**Metal 4**

Cells faint in the background.
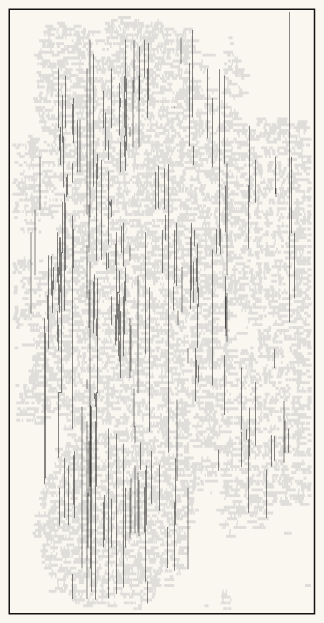
**Wiring by layer**

Only two layers are drawn.
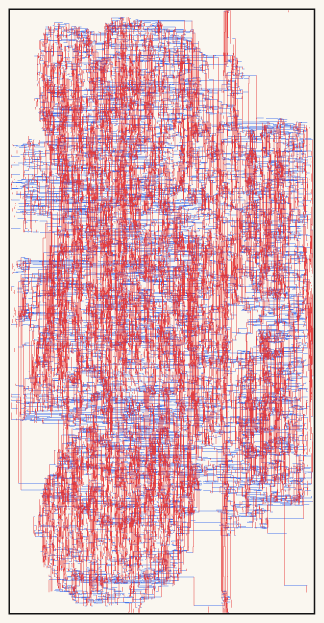
**Supply network**

Scale bar: 100 um. Pins as bars on the die edge. Tap cells in gray.
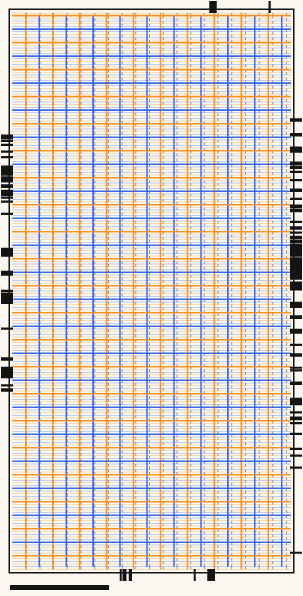
**Track usage over the die**

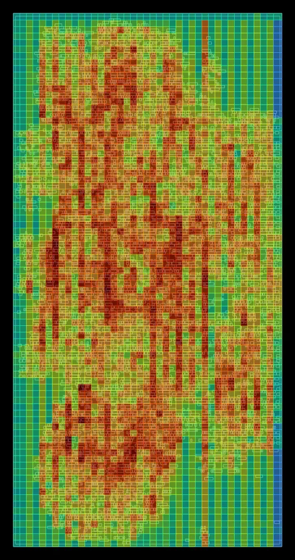
==> config.mk <==
export PLATFORM = sky130hd
export DESIGN_NAME = fft_bfly_pipe
export DESIGN_NICKNAME = d
export VERILOG_FILES = /design/src/rtl/fft_bfly_pipe.sv
export SDC_FILE = /design/constraint.sdc
export NUM_CORES = 2
export LEC_CHECK = 0
export CORE_AREA = 2 2 283 564
export CTS_CLUSTER_DIAMETER = 120
export DETAILED_ROUTE_END_ITERATION = 7
export DIE_AREA = 0 0 285 566
export PLACE_DENSITY = 0.55
export SYNTH_ARGS = -nofsm -noshare
export SYNTH_HDL_FRONTEND = slang
export SYNTH_SLANG_ARGS = --single-unit
==> constraint.sdc <==
create_clock -name clk -period 16.6 [get_ports clk]
set_clock_uncertainty 0.1 [all_clocks]
set_input_delay 3.32 -clock clk [delete_from_list [all_inputs] [get_ports clk]]
set_output_delay 3.32 -clock clk [all_outputs]
set_load 0.005 [all_outputs]
==> src/rtl/fft_bfly_pipe.sv <==
// fft_bfly_pipe
//   Pipelined fixed-point radix-2 DIT butterfly.
//     Y0 = A + B*W,  Y1 = A - B*W
//   The design has four stages and produces one butterfly per cycle. A
//   single global advance enable implements valid/ready backpressure.
//   Each sample carries its own inverse flag (conjugated twiddle) and its
//   own /2 scale flag. Outputs saturate to DW bits, and ovf is a sticky
//   saturation flag.
//
// Parameters
//   DW : data width, signed Q1.(DW-1)
//   TW : twiddle width, signed Q1.(TW-1), legal range 4..DW+8
//
// Ports
//   clk, rst_n                  clock (rising edge), async active-low reset
//   in_valid / in_ready         input handshake (in_ready = advance)
//   in_a_re/im, in_b_re/im      operands A and B (DW bits each)
//   in_w_re/im                  twiddle W (TW bits each)
//   in_inv                      1 = use conj(W)
//   in_scale                    1 = divide both outputs by 2
//   out_valid / out_ready       output handshake
//   out_y0_re/im, out_y1_re/im  results (DW bits each)
//   ovf                         sticky saturation flag
//   ovf_clr                     synchronous clear of ovf (a set wins)
module fft_bfly_pipe #(
  parameter int DW = 16,
  parameter int TW = 16
) (
  input  logic          clk,
  input  logic          rst_n,
  input  logic          in_valid,
  output logic          in_ready,
  input  logic [DW-1:0] in_a_re,
  input  logic [DW-1:0] in_a_im,
  input  logic [DW-1:0] in_b_re,
  input  logic [DW-1:0] in_b_im,
  input  logic [TW-1:0] in_w_re,
  input  logic [TW-1:0] in_w_im,
  input  logic          in_inv,
  input  logic          in_scale,
  output logic          out_valid,
  input  logic          out_ready,
  output logic [DW-1:0] out_y0_re,
  output logic [DW-1:0] out_y0_im,
  output logic [DW-1:0] out_y1_re,
  output logic [DW-1:0] out_y1_im,
  output logic          ovf,
  input  logic          ovf_clr
);

  localparam int PW = DW + TW;      // product width
  localparam int SW = PW + 1;       // sum/difference of two products
  localparam int XW = DW + 2;       // butterfly working width

  localparam logic signed [TW-1:0] W_MIN = {1'b1, {(TW-1){1'b0}}};
  localparam logic signed [TW-1:0] W_MAX = {1'b0, {(TW-1){1'b1}}};
  // Rounding constant 2^(TW-2): round-half-up before the >>> (TW-1)
  localparam logic signed [SW-1:0] RND   = {{(SW-TW+1){1'b0}}, 1'b1, {(TW-2){1'b0}}};
  localparam logic signed [XW-1:0] Y_MAX = {3'b000, {(DW-1){1'b1}}};
  localparam logic signed [XW-1:0] Y_MIN = {3'b111, {(DW-1){1'b0}}};
  localparam logic signed [XW-1:0] ONE_X = {{(XW-1){1'b0}}, 1'b1};

  // ------------------------------------------------------------------
  // Global advance: every stage moves together, and bubbles are kept.
  // ------------------------------------------------------------------
  logic advance;
  logic out_valid_reg;

  assign advance   = !out_valid_reg || out_ready;
  assign in_ready  = advance;
  assign out_valid = out_valid_reg;

  // Conjugate the twiddle on the way in. Negating the most negative value
  // would wrap, so it saturates to the most positive value instead.
  logic signed [TW-1:0] w_im_eff;
  always_comb begin
    w_im_eff = $signed(in_w_im);
    if (in_inv) begin
      w_im_eff = ($signed(in_w_im) == W_MIN) ? W_MAX : -$signed(in_w_im);
    end
  end

  // ------------------------------------------------------------------
  // S1: operand registers
  // ------------------------------------------------------------------
  logic                 s1_valid_reg;
  logic                 s1_scale_reg;
  logic signed [DW-1:0] s1_a_reg [2];
  logic signed [DW-1:0] s1_b_reg [2];
  logic signed [TW-1:0] s1_w_re_reg;
  logic signed [TW-1:0] s1_w_im_reg;

  always_ff @(posedge clk or negedge rst_n) begin
    if (!rst_n) begin
      s1_valid_reg <= 1'b0;
      s1_scale_reg <= 1'b0;
      s1_a_reg[0]  <= '0;
      s1_a_reg[1]  <= '0;
      s1_b_reg[0]  <= '0;
      s1_b_reg[1]  <= '0;
      s1_w_re_reg  <= '0;
      s1_w_im_reg  <= '0;
    end else if (advance) begin
      s1_valid_reg <= in_valid;
      s1_scale_reg <= in_scale;
      s1_a_reg[0]  <= $signed(in_a_re);
      s1_a_reg[1]  <= $signed(in_a_im);
      s1_b_reg[0]  <= $signed(in_b_re);
      s1_b_reg[1]  <= $signed(in_b_im);
      s1_w_re_reg  <= $signed(in_w_re);
      s1_w_im_reg  <= w_im_eff;
    end
  end

  // ------------------------------------------------------------------
  // S2: four full-precision products
  // ------------------------------------------------------------------
  logic                 s2_valid_reg;
  logic                 s2_scale_reg;
  logic signed [DW-1:0] s2_a_reg [2];
  logic signed [PW-1:0] s2_rr_reg;
  logic signed [PW-1:0] s2_ii_reg;
  logic signed [PW-1:0] s2_ri_reg;
  logic signed [PW-1:0] s2_ir_reg;

  always_ff @(posedge clk or negedge rst_n) begin
    if (!rst_n) begin
      s2_valid_reg <= 1'b0;
      s2_scale_reg <= 1'b0;
      s2_a_reg[0]  <= '0;
      s2_a_reg[1]  <= '0;
      s2_rr_reg    <= '0;
      s2_ii_reg    <= '0;
      s2_ri_reg    <= '0;
      s2_ir_reg    <= '0;
    end else if (advance) begin
      s2_valid_reg <= s1_valid_reg;
      s2_scale_reg <= s1_scale_reg;
      s2_a_reg[0]  <= s1_a_reg[0];
      s2_a_reg[1]  <= s1_a_reg[1];
      s2_rr_reg    <= PW'(s1_b_reg[0]) * PW'(s1_w_re_reg);
      s2_ii_reg    <= PW'(s1_b_reg[1]) * PW'(s1_w_im_reg);
      s2_ri_reg    <= PW'(s1_b_reg[0]) * PW'(s1_w_im_reg);
      s2_ir_reg    <= PW'(s1_b_reg[1]) * PW'(s1_w_re_reg);
    end
  end

  // ------------------------------------------------------------------
  // S3: complex product combine, round back to Q1.(DW-1) in DW+2 bits.
  // |B*W| < 2^DW after rounding, so DW+2 bits cannot wrap.
  // ------------------------------------------------------------------
  logic                 s3_valid_reg;
  logic                 s3_scale_reg;
  logic signed [DW-1:0] s3_a_reg [2];
  logic signed [XW-1:0] s3_p_reg [2];

  always_ff @(posedge clk or negedge rst_n) begin
    if (!rst_n) begin
      s3_valid_reg <= 1'b0;
      s3_scale_reg <= 1'b0;
      s3_a_reg[0]  <= '0;
      s3_a_reg[1]  <= '0;
      s3_p_reg[0]  <= '0;
      s3_p_reg[1]  <= '0;
    end else if (advance) begin
      s3_valid_reg <= s2_valid_reg;
      s3_scale_reg <= s2_scale_reg;
      s3_a_reg[0]  <= s2_a_reg[0];
      s3_a_reg[1]  <= s2_a_reg[1];
      s3_p_reg[0]  <= XW'((SW'(s2_rr_reg) - SW'(s2_ii_reg) + RND) >>> (TW-1));
      s3_p_reg[1]  <= XW'((SW'(s2_ri_reg) + SW'(s2_ir_reg) + RND) >>> (TW-1));
    end
  end

  // ------------------------------------------------------------------
  // S4: add/subtract, optional /2, then saturate.
  // Component index: 0 = y0_re, 1 = y0_im, 2 = y1_re, 3 = y1_im
  // ------------------------------------------------------------------
  logic signed [XW-1:0] a_ext    [2];
  logic signed [XW-1:0] sum_x    [4];
  logic signed [XW-1:0] sum_inc  [4];
  logic signed [XW-1:0] scaled_x [4];
  logic        [DW-1:0] y_sat    [4];
  logic        [3:0]    sat_hit;

  genvar gi;
  generate
    for (gi = 0; gi < 2; gi++) begin : g_sum
      assign a_ext[gi]    = XW'(s3_a_reg[gi]);
      assign sum_x[gi]    = a_ext[gi] + s3_p_reg[gi];
      assign sum_x[gi+2]  = a_ext[gi] - s3_p_reg[gi];
    end
    for (gi = 0; gi < 4; gi++) begin : g_sat
      // The scale path is (x + 1) >>> 1, which rounds half up.
      assign sum_inc[gi]  = sum_x[gi] + ONE_X;
      assign scaled_x[gi] = s3_scale_reg ? (sum_inc[gi] >>> 1) : sum_x[gi];
      assign sat_hit[gi]  = (scaled_x[gi] > Y_MAX) || (scaled_x[gi] < Y_MIN);
      assign y_sat[gi]    = (scaled_x[gi] > Y_MAX) ? Y_MAX[DW-1:0] :
                            (scaled_x[gi] < Y_MIN) ? Y_MIN[DW-1:0] :
                                                     scaled_x[gi][DW-1:0];
    end
  endgenerate

  logic [DW-1:0] out_y_reg [4];
  logic          ovf_reg;

  always_ff @(posedge clk or negedge rst_n) begin
    if (!rst_n) begin
      out_valid_reg <= 1'b0;
      for (int i = 0; i < 4; i++) begin
        out_y_reg[i] <= '0;
      end
    end else if (advance) begin
      out_valid_reg <= s3_valid_reg;
      for (int i = 0; i < 4; i++) begin
        out_y_reg[i] <= y_sat[i];
      end
    end
  end

  // A saturation in a valid sample that is entering the output register
  // has priority over a simultaneous clear.
  always_ff @(posedge clk or negedge rst_n) begin
    if (!rst_n) begin
      ovf_reg <= 1'b0;
    end else if (advance && s3_valid_reg && (|sat_hit)) begin
      ovf_reg <= 1'b1;
    end else if (ovf_clr) begin
      ovf_reg <= 1'b0;
    end
  end

  assign out_y0_re = out_y_reg[0];
  assign out_y0_im = out_y_reg[1];
  assign out_y1_re = out_y_reg[2];
  assign out_y1_im = out_y_reg[3];
  assign ovf       = ovf_reg;

endmodule

==> deck_impl_summary.md <==
Implementation Results

Clocking
  – Post-cts resize count: 0
  – Post CTS Setup Buffer Count: 0
  – Deepest level of the CTS H-tree: 2
  – Number of clock buffers inserted by TritonCTS: 46
  – CTS tree: yes

Place
  – Routability congestion estimate: 0.853

Detailed routing
  – Detailed-route wire length on metal 1: 62.4 mm
  – Iteration tally of the first detailed-router pass: 6
  – Initial detailed-routing violation count: 2,234
  – Count of nets left with antenna violations after detail routing: 0
  – Top metal layer carrying routed signals: met5
  – Met3 wire len: 5.60 mm

Critical path
  – Data arrival time of the worst path: 5.41 ns
  – Crit path top cell by count: sky130_fd_sc_hd__clkdlybuf4s50_1
  – Crit path max-delay cell type: sky130_fd_sc_hd__clkdlybuf4s50_1

Yosys
  – AO/OA Area Share: 0.0929
  – Post-synthesis share of cell area spent on full adders, half adders and majority gates: 0.442
  – Sequential-to-total area share from yosys stat: 0.159
  – Top cell types by occurrence after synthesis: sky130_fd_sc_hd__inv_1, sky130_fd_sc_hd__nand2_1, sky130_fd_sc_hd__fa_1, sky130_fd_sc_hd__ha_1, sky130_fd_sc_hd__and2_1
  – Comb area leader: adder cells
  – Area figure in the yosys stat output: 0.0625 mm2
  – Per-instance average area after synthesis: 8.82 um2
  – Synthesized cell area: 0.0625 mm2
  – XOR/XNOR share of the synthesized area: 0.0355
  – Dominant cell area share: 0.337
  – Gate Count Post-Synth: 7,083
  – Total nets after synthesis: 8,761
  – Portion of netlist area occupied by mux cells: 0.00308
  – Yosys cell count: 7,083
  – Leading cell type by number of instances after synthesis: sky130_fd_sc_hd__inv_1

Finish
  – Count of clock-net buffers in the final layout: 61
  – Flip-flop count of the largest register, all copies and words added: 36
  – Top cell category: combinational gates
  – Area growth from synthesis to layout: 8.38%
  – Area taken by flip-flops and latches: 0.00995 mm2
  – Final #Nets: 8,720
  – Non-filler instance count after layout: 9,162
  – Inserted Diodes: 2

Job
  – Number of maximum-capacitance violations: 0

Timing
  – Sum Neg Setup Slack: 0 ns
  – Final setup margin: 7.77 ns
  – Unrepaired setup endpoints after global routing: no
  – Post-route fraction of the period consumed by the critical path: 0.532
  – Transition time at the pin with the least slew margin: 1.06 ns
  – Endpoints failing hold: 0
  – Finish-stage setup viols: 0

Hold path
  – Type of the worst min-delay path: register to register

Global routing
  – First-pass GRT wire length: 288 mm
  – Number of antenna violations at the first check in global routing: 4

Floorplan
  – Die W: 285 um
  – Number of ports placed on the die boundary: 170
  – Num rows: 206
  – Total number of tap cells: 2,080
  – Vertical die dimension: 566 um

Outcome
  – Run status: finished, final reports clean
About 'metal 4':
154 nets have wire on it. The longest straight run is 291 um. The layer holds 6.3% of the routed length.
sum of routed wire length over all layers: 183 mm
number of vias in the routed layout: 47,400

About 'wiring by layer':
Key: metal 1 = blue [wire length 62.4 mm]; metal 2 = red [wire length 103 mm]
total track usage: 0.231
routed len/inst: 19.9 um

About 'supply network':
Key: VSS = orange; VDD = blue
207 met1 rails follow the rows. 170 signal pins sit on the boundary.

About 'track usage over the die':
met2 Usage GRT: 0.460
met3 capacity usage during global routing: 0.0186

==> stage by stage <==
step	hold slack, ns	cell area (um2)
detailed placement	0.356	66100
CTS	0.371	67700
global route	0.389	67700
finish	0.366	67700
floorplan	0.330	62500
global placement	0.351	66100
==> path summary, 6_finish.rpt <==
kind | from | endpoint | slack [ns] | depth (start not counted)
max | out_ready | in_ready | 7.77 | 5
max in group asynchronous | rst_n | s3_p_reg[27]$_DFFE_PN0N_ | 11.72 | 3
min | s1_b_reg[14]$_DFFE_PN0N_ | s1_b_reg[14]$_DFFE_PN0N_ | 0.37 | 2
max reg2reg | s1_w_im_reg[5]$_DFFE_PN0N_ | s2_ri_reg[30]$_DFFE_PN0N_ | 8.92 | 24
min reg2reg | s1_b_reg[14]$_DFFE_PN0N_ | s1_b_reg[14]$_DFFE_PN0N_ | 0.37 | 2
min in group asynchronous | rst_n | s2_a_reg[2]$_DFFE_PN0N_ | 2.56 | 1
==> cells in the final DEF (no fill, tap or decap), types with 158 or more instances in the layout <==
master	n
sky130_fd_sc_hd__inv_1	1325
sky130_fd_sc_hd__and2_1	445
sky130_fd_sc_hd__clkdlybuf4s50_1	168
sky130_fd_sc_hd__nand2_1	1188
sky130_fd_sc_hd__fa_1	1052
sky130_fd_sc_hd__xnor2_1	158
sky130_fd_sc_hd__ha_1	523
sky130_fd_sc_hd__nor2_1	320
sky130_fd_sc_hd__dfrtp_1	369
sky130_fd_sc_hd__o21ai_0	177
sky130_fd_sc_hd__a21oi_1	279
